## config.mk

```make
export PLATFORM = sky130hd
export DESIGN_NAME = cgen_memory_3rd_1wr_arb
export DESIGN_NICKNAME = d
export VERILOG_FILES = /design/src/rtl/cgen_mem_arb_pkg.sv /design/src/rtl/cgen_rr_pick.sv /design/src/rtl/cgen_memory_3rd_1wr_arb.sv
export SDC_FILE = /design/constraint.sdc
export NUM_CORES = 1
export LEC_CHECK = 0
export CELL_PAD_IN_SITES_DETAIL_PLACEMENT = 2
export CELL_PAD_IN_SITES_GLOBAL_PLACEMENT = 2
export CORE_ASPECT_RATIO = 1.5
export CORE_MARGIN = 2
export CORE_UTILIZATION = 29
export DETAILED_ROUTE_END_ITERATION = 10
export MAX_ROUTING_LAYER = met4
export PLACE_DENSITY_LB_ADDON = 0.1
export SLEW_MARGIN = 10
export SYNTH_ARGS = -nofsm -noshare
export SYNTH_HDL_FRONTEND = slang
export SYNTH_HIERARCHICAL = 1
export SYNTH_SLANG_ARGS = --single-unit
```

## constraint.sdc

```tcl
create_clock -name clock -period 9.5 [get_ports clock]
set_input_delay 1.425 -clock clock [delete_from_list [all_inputs] [get_ports clock]]
set_output_delay 1.425 -clock clock [all_outputs]
set_load 0.05 [all_outputs]
```

## src/rtl/cgen_mem_arb_pkg.sv

```systemverilog
// Shared helpers and types for the 3-read/1-write memory arbiter.
package cgen_mem_arb_pkg;

    // Widest requester id needed (N_RD is at most 8).
    localparam int unsigned MaxIdW = 3;

    function automatic int unsigned log2_f(input int unsigned n);
        int unsigned r;
        r = 0;
        while ((32'd1 << r) < n) r++;
        return r;
    endfunction

    function automatic int unsigned id_w_f(input int unsigned n);
        return (n <= 1) ? 1 : log2_f(n);
    endfunction

    typedef struct packed {
        logic              valid;
        logic [MaxIdW-1:0] id;
    } rsp_trk_t;

endpackage

```

## src/rtl/cgen_rr_pick.sv

```systemverilog
// Round-robin picker: first valid, non-skipped index at or after ptr_i, wrapping modulo N.
module cgen_rr_pick
    import cgen_mem_arb_pkg::*;
#(
    parameter int unsigned  N  = 4,
    localparam int unsigned IW = id_w_f(N)
) (
    input  logic [N-1:0]  valid_i,
    input  logic [IW-1:0] ptr_i,
    input  logic [N-1:0]  skip_i,
    output logic [N-1:0]  gnt_o,
    output logic [IW-1:0] idx_o,
    output logic          any_o
);

    logic [N-1:0] cand;

    assign cand = valid_i & ~skip_i;

    always_comb begin
        int unsigned j;
        gnt_o = '0;
        idx_o = '0;
        any_o = 1'b0;
        j     = 0;
        // Walk offsets high to low so the candidate closest to ptr_i is written last.
        for (int off = int'(N) - 1; off >= 0; off--) begin
            j = 32'(ptr_i) + 32'(off);
            if (j >= N) j = j - N;
            if (cand[j[IW-1:0]]) begin
                gnt_o             = '0;
                gnt_o[j[IW-1:0]]  = 1'b1;
                idx_o             = j[IW-1:0];
                any_o             = 1'b1;
            end
        end
    end

endmodule

```

## src/rtl/cgen_memory_3rd_1wr_arb.sv

```systemverilog
// Arbiter/sequencer in front of the 3-read/1-write memory macro: round-robin write and
// triple-read arbitration, with fixed-latency routing of read data back to its requester.
module cgen_memory_3rd_1wr_arb
    import cgen_mem_arb_pkg::*;
#(
    parameter int unsigned  BITS      = 4,
    parameter int unsigned  SIZE      = 128,
    parameter int unsigned  WENSIZE   = 1,
    parameter int unsigned  LATENCY_0 = 1,
    parameter int unsigned  N_RD      = 4,
    parameter int unsigned  N_WR      = 2,
    localparam int unsigned AW        = log2_f(SIZE)
) (
    input  logic                    clock,
    input  logic                    reset_n,
    input  logic [N_WR-1:0]         wr_req_valid,
    output logic [N_WR-1:0]         wr_req_ready,
    input  logic [N_WR*AW-1:0]      wr_req_addr,
    input  logic [N_WR*BITS-1:0]    wr_req_data,
    input  logic [N_WR*WENSIZE-1:0] wr_req_mask,
    input  logic [N_RD-1:0]         rd_req_valid,
    output logic [N_RD-1:0]         rd_req_ready,
    input  logic [N_RD*AW-1:0]      rd_req_addr,
    output logic [N_RD-1:0]         rd_rsp_valid,
    output logic [N_RD*BITS-1:0]    rd_rsp_data,
    output logic [AW-1:0]           mem_rd_addr_0,
    output logic [AW-1:0]           mem_rd_addr_1,
    output logic [AW-1:0]           mem_rd_addr_2,
    output logic                    mem_rd_enable_0,
    output logic                    mem_rd_enable_1,
    output logic                    mem_rd_enable_2,
    input  logic [BITS-1:0]         mem_rd_dout_0,
    input  logic [BITS-1:0]         mem_rd_dout_1,
    input  logic [BITS-1:0]         mem_rd_dout_2,
    output logic [AW-1:0]           mem_wr_addr_0,
    output logic [WENSIZE-1:0]      mem_wr_enable_0,
    output logic [BITS-1:0]         mem_wr_din_0
);

    localparam int unsigned RdIw  = id_w_f(N_RD);
    localparam int unsigned WrIw  = id_w_f(N_WR);
    localparam int unsigned RdLat = 1 + LATENCY_0;

    // Write arbitration
    logic [N_WR-1:0] wr_valid_g, wr_gnt;
    logic [WrIw-1:0] wr_ptr_q, wr_ptr_d, wr_idx;
    logic            wr_any;

    // Reset gates the request vectors so no grant or memory enable leaks out during reset.
    assign wr_valid_g = wr_req_valid & {N_WR{reset_n}};

    cgen_rr_pick #(.N(N_WR)) u_wr_pick (
        .valid_i (wr_valid_g),
        .ptr_i   (wr_ptr_q),
        .skip_i  ('0),
        .gnt_o   (wr_gnt),
        .idx_o   (wr_idx),
        .any_o   (wr_any)
    );

    assign wr_req_ready    = wr_gnt;
    assign mem_wr_addr_0   = wr_req_addr[32'(wr_idx)*AW +: AW];
    assign mem_wr_din_0    = wr_req_data[32'(wr_idx)*BITS +: BITS];
    assign mem_wr_enable_0 = wr_any ? wr_req_mask[32'(wr_idx)*WENSIZE +: WENSIZE] : '0;
    assign wr_ptr_d        = !wr_any ? wr_ptr_q :
                             (32'(wr_idx) == N_WR - 1) ? '0 : wr_idx + 1'b1;

    // Read arbitration: three chained picks, each skipping the earlier winners.
    logic [N_RD-1:0] rd_valid_g, rd_gnt0, rd_gnt1, rd_gnt2;
    logic [RdIw-1:0] rd_ptr_q, rd_ptr_d, rd_idx0, rd_idx1, rd_idx2, rd_last;
    logic            rd_any0, rd_any1, rd_any2;

    assign rd_valid_g = rd_req_valid & {N_RD{reset_n}};

    cgen_rr_pick #(.N(N_RD)) u_rd_pick0 (
        .valid_i (rd_valid_g),
        .ptr_i   (rd_ptr_q),
        .skip_i  ('0),
        .gnt_o   (rd_gnt0),
        .idx_o   (rd_idx0),
        .any_o   (rd_any0)
    );

    cgen_rr_pick #(.N(N_RD)) u_rd_pick1 (
        .valid_i (rd_valid_g),
        .ptr_i   (rd_ptr_q),
        .skip_i  (rd_gnt0),
        .gnt_o   (rd_gnt1),
        .idx_o   (rd_idx1),
        .any_o   (rd_any1)
    );

    cgen_rr_pick #(.N(N_RD)) u_rd_pick2 (
        .valid_i (rd_valid_g),
        .ptr_i   (rd_ptr_q),
        .skip_i  (rd_gnt0 | rd_gnt1),
        .gnt_o   (rd_gnt2),
        .idx_o   (rd_idx2),
        .any_o   (rd_any2)
    );

    assign rd_req_ready    = rd_gnt0 | rd_gnt1 | rd_gnt2;
    assign mem_rd_enable_0 = rd_any0;
    assign mem_rd_enable_1 = rd_any1;
    assign mem_rd_enable_2 = rd_any2;
    assign mem_rd_addr_0   = rd_any0 ? rd_req_addr[32'(rd_idx0)*AW +: AW] : '0;
    assign mem_rd_addr_1   = rd_any1 ? rd_req_addr[32'(rd_idx1)*AW +: AW] : '0;
    assign mem_rd_addr_2   = rd_any2 ? rd_req_addr[32'(rd_idx2)*AW +: AW] : '0;

    assign rd_last  = rd_any2 ? rd_idx2 : (rd_any1 ? rd_idx1 : rd_idx0);
    assign rd_ptr_d = !rd_any0 ? rd_ptr_q :
                      (32'(rd_last) == N_RD - 1) ? '0 : rd_last + 1'b1;

    // Response tracking: one {valid, id} shift register per memory read port.
    rsp_trk_t        trk_in  [3];
    rsp_trk_t        trk_q   [3][RdLat];
    logic [BITS-1:0] rd_dout [3];
    logic [N_RD-1:0]      rsp_valid_q, rsp_valid_d;
    logic [N_RD*BITS-1:0] rsp_data_q, rsp_data_d;

    assign trk_in[0]  = '{valid: rd_any0, id: MaxIdW'(rd_idx0)};
    assign trk_in[1]  = '{valid: rd_any1, id: MaxIdW'(rd_idx1)};
    assign trk_in[2]  = '{valid: rd_any2, id: MaxIdW'(rd_idx2)};
    assign rd_dout[0] = mem_rd_dout_0;
    assign rd_dout[1] = mem_rd_dout_1;
    assign rd_dout[2] = mem_rd_dout_2;

    always_comb begin
        rsp_valid_d = '0;
        rsp_data_d  = rsp_data_q;
        for (int k = 0; k < 3; k++) begin
            if (trk_q[k][RdLat-1].valid) begin
                rsp_valid_d[trk_q[k][RdLat-1].id[RdIw-1:0]]           = 1'b1;
                rsp_data_d[32'(trk_q[k][RdLat-1].id)*BITS +: BITS] = rd_dout[k];
            end
        end
    end

    always_ff @(posedge clock or negedge reset_n) begin
        if (!reset_n) begin
            wr_ptr_q    <= '0;
            rd_ptr_q    <= '0;
            rsp_valid_q <= '0;
            rsp_data_q  <= '0;
            for (int k = 0; k < 3; k++) begin
                for (int s = 0; s < int'(RdLat); s++) trk_q[k][s] <= '0;
            end
        end else begin
            wr_ptr_q    <= wr_ptr_d;
            rd_ptr_q    <= rd_ptr_d;
            rsp_valid_q <= rsp_valid_d;
            rsp_data_q  <= rsp_data_d;
            for (int k = 0; k < 3; k++) begin
                trk_q[k][0] <= trk_in[k];
                for (int s = 1; s < int'(RdLat); s++) trk_q[k][s] <= trk_q[k][s-1];
            end
        end
    end

    assign rd_rsp_valid = rsp_valid_q;
    assign rd_rsp_data  = rsp_data_q;

endmodule

```

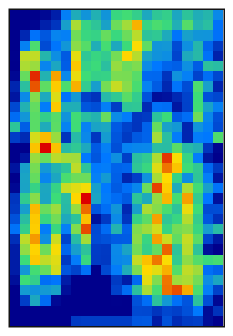
*Signal metal coverage by tile*
The die is cut into 21 by 31 equal tiles; dark blue is low, red is high, scaled to the fullest tile. Values are wire area over tile area, all layers added.
tiles over half the peak	28%
fullest tile	0.48
mean over tiles	0.17
nearly empty tiles	9.1%
total number of vias: 4324
gr usage total: 0.226
WL/cell: 22.4 µm
final wirelength: 17600 µm

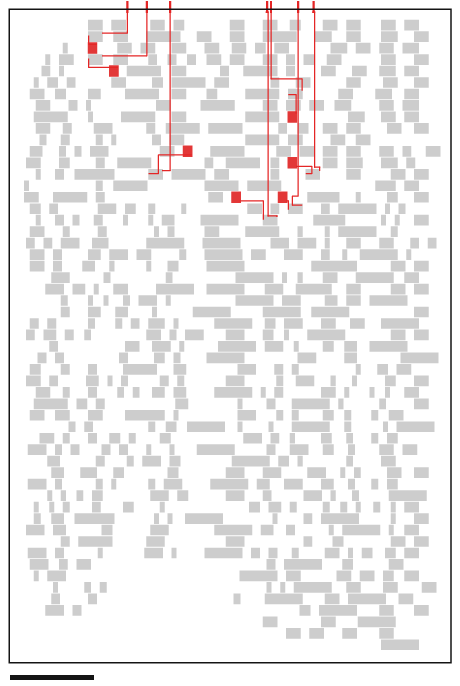
*Port wiring*
Bar = 20 µm.
port	colour	bits	direction	edge	end cells	wire
mem_rd_addr_0	red	7	output	top	7	291 µm

==> changes_impl.md <==
## Implementation

* CP startpoint: rd_req_valid[0]
* Sequential group power at 313 µW
* Final std cells w/o fill at 786
* Net Sw Power at 1210 µW
* Least-Margin Pin Slew at 1.05 ns
* Area grow syn2layout at 39.9%
* Placer Congestion at 0.851
* Post-layout util at 0.410
* Unrepaired setup endpoints after global routing: false
* Critical path type: primary input to output port
* Crit path max-delay family: simple AND/OR/NAND/NOR gates
* Hold path startpoint: trk_q[15]
* Startpoint types: primary input
* Layout non-clock buf frac at 0.221
* Ys Warns at 6
* Post-synth EDFFs at 0
* Fin. Hold Viols at 0
* Iteration-0 DRC Markers at 209
* DP Wirelength at 14400 µm
* Worst path bufs/invs at 3
* Placeable Area at 14900 µm²
* Max_cap viols at 0
* Vias in the first global route at 4817
* Met3 usage in global routing at 0.0244
* Comb area at 3250 µm²
* Distinct lib cells at 49
* Worst Hold End: trk_q[11]
* Slew HR at 0.298
* Fmax at 110 MHz
* # nets final at 701
* Clock Pin Slew Worst Setup and Hold Paths at 0.06 ns
* CTS Root Cell: clkbuf_16
* Main area contributors: dfrtp_1 (23%), mux4_2 (13%), ha_1 (12%), and2_1 (4.4%), a222oi_1 (3.7%)
* Seq cells post-synth at 41
* Setup TNS at 0 ns
* # diodes at 0
* Vias/cell at 5.50
* P_int at 1020 µW
* Post-DRT Antenna Nets at 0
* Hold Path Depth at 0
* Layout cells sized above 1 at 0.143
* # port buffers at 133
* Wire length on met2 at 10500 µm
* Max incr delay on CP at 0.56 ns
* Num CTS Buffers at 5
* Met1 WL at 5960 µm
* Setup ws final at 0.442 ns
* Finish-stage setup viols at 0
* Max FFs per register at 18
* Die area at 16100 µm²
* Yosys stat chip area at 4380 µm²
* Worst Path Arrival at 7.63 ns
* Cells along the critical path: clkdlybuf4s50_1 > and2_1 > nor2b_1 > mux2i_1 > mux2i_1 > a221oi_1 > a21oi_1 > and2b_1 > mux4_2 > a221oi_1 > a21oi_1 > or2_2 > nor2b_1 > mux4_2 > nor2b_1 > o21ai_0 > o31ai_2 > buf_4 > mux4_2 > and2_1 > buf_4
* Total power draw at 2220 µW
* Max layer used: met4
* Dpl cells at 778
* Most used flip-flop cell after synthesis: dfrtp_1
* Avg Cell Area, Syn at 9.87 µm²
* Register share after synthesis at 0.234
* XOR Share, Synth at 0.00200
* Top cells by count: ha_1 (43), dfrtp_1 (41), a21oi_1 (31), and2_1 (31), nand2_1 (28)
* Core Rows at 55
* Grt total ovfl at 0
* Status: finished clean
* Yosys top cell by area: dfrtp_1
* Worst r2r src: rd_ptr_q[0]
* I/O pins at 134
* Leakage at 0.00247 µW
* Top-area cell type share of the netlist area at 0.234
* Top cell type by instance count after synthesis: ha_1
* VDD IR max at 0.353 mV
* Sequential power share at 0.141
* Tool Warnings at 63
* Total number of tap cells at 199
* Drt first pass iters at 5
* Combinational share of power at 0.770
* GRT busiest layer: met2
* Late-Pin Clk Latency at 0.29 ns
* Clock-cell share at 0.0280
* Slew Limit Fails at 0
* Cell area after layout at 6130 µm²
* Resized cells post-CTS at 0
* Clock tree from TritonCTS: yes
* Power Density at 363 nW/µm²
* Clock Buffer Count at 5
Power is estimated from default activity; no workload was simulated.
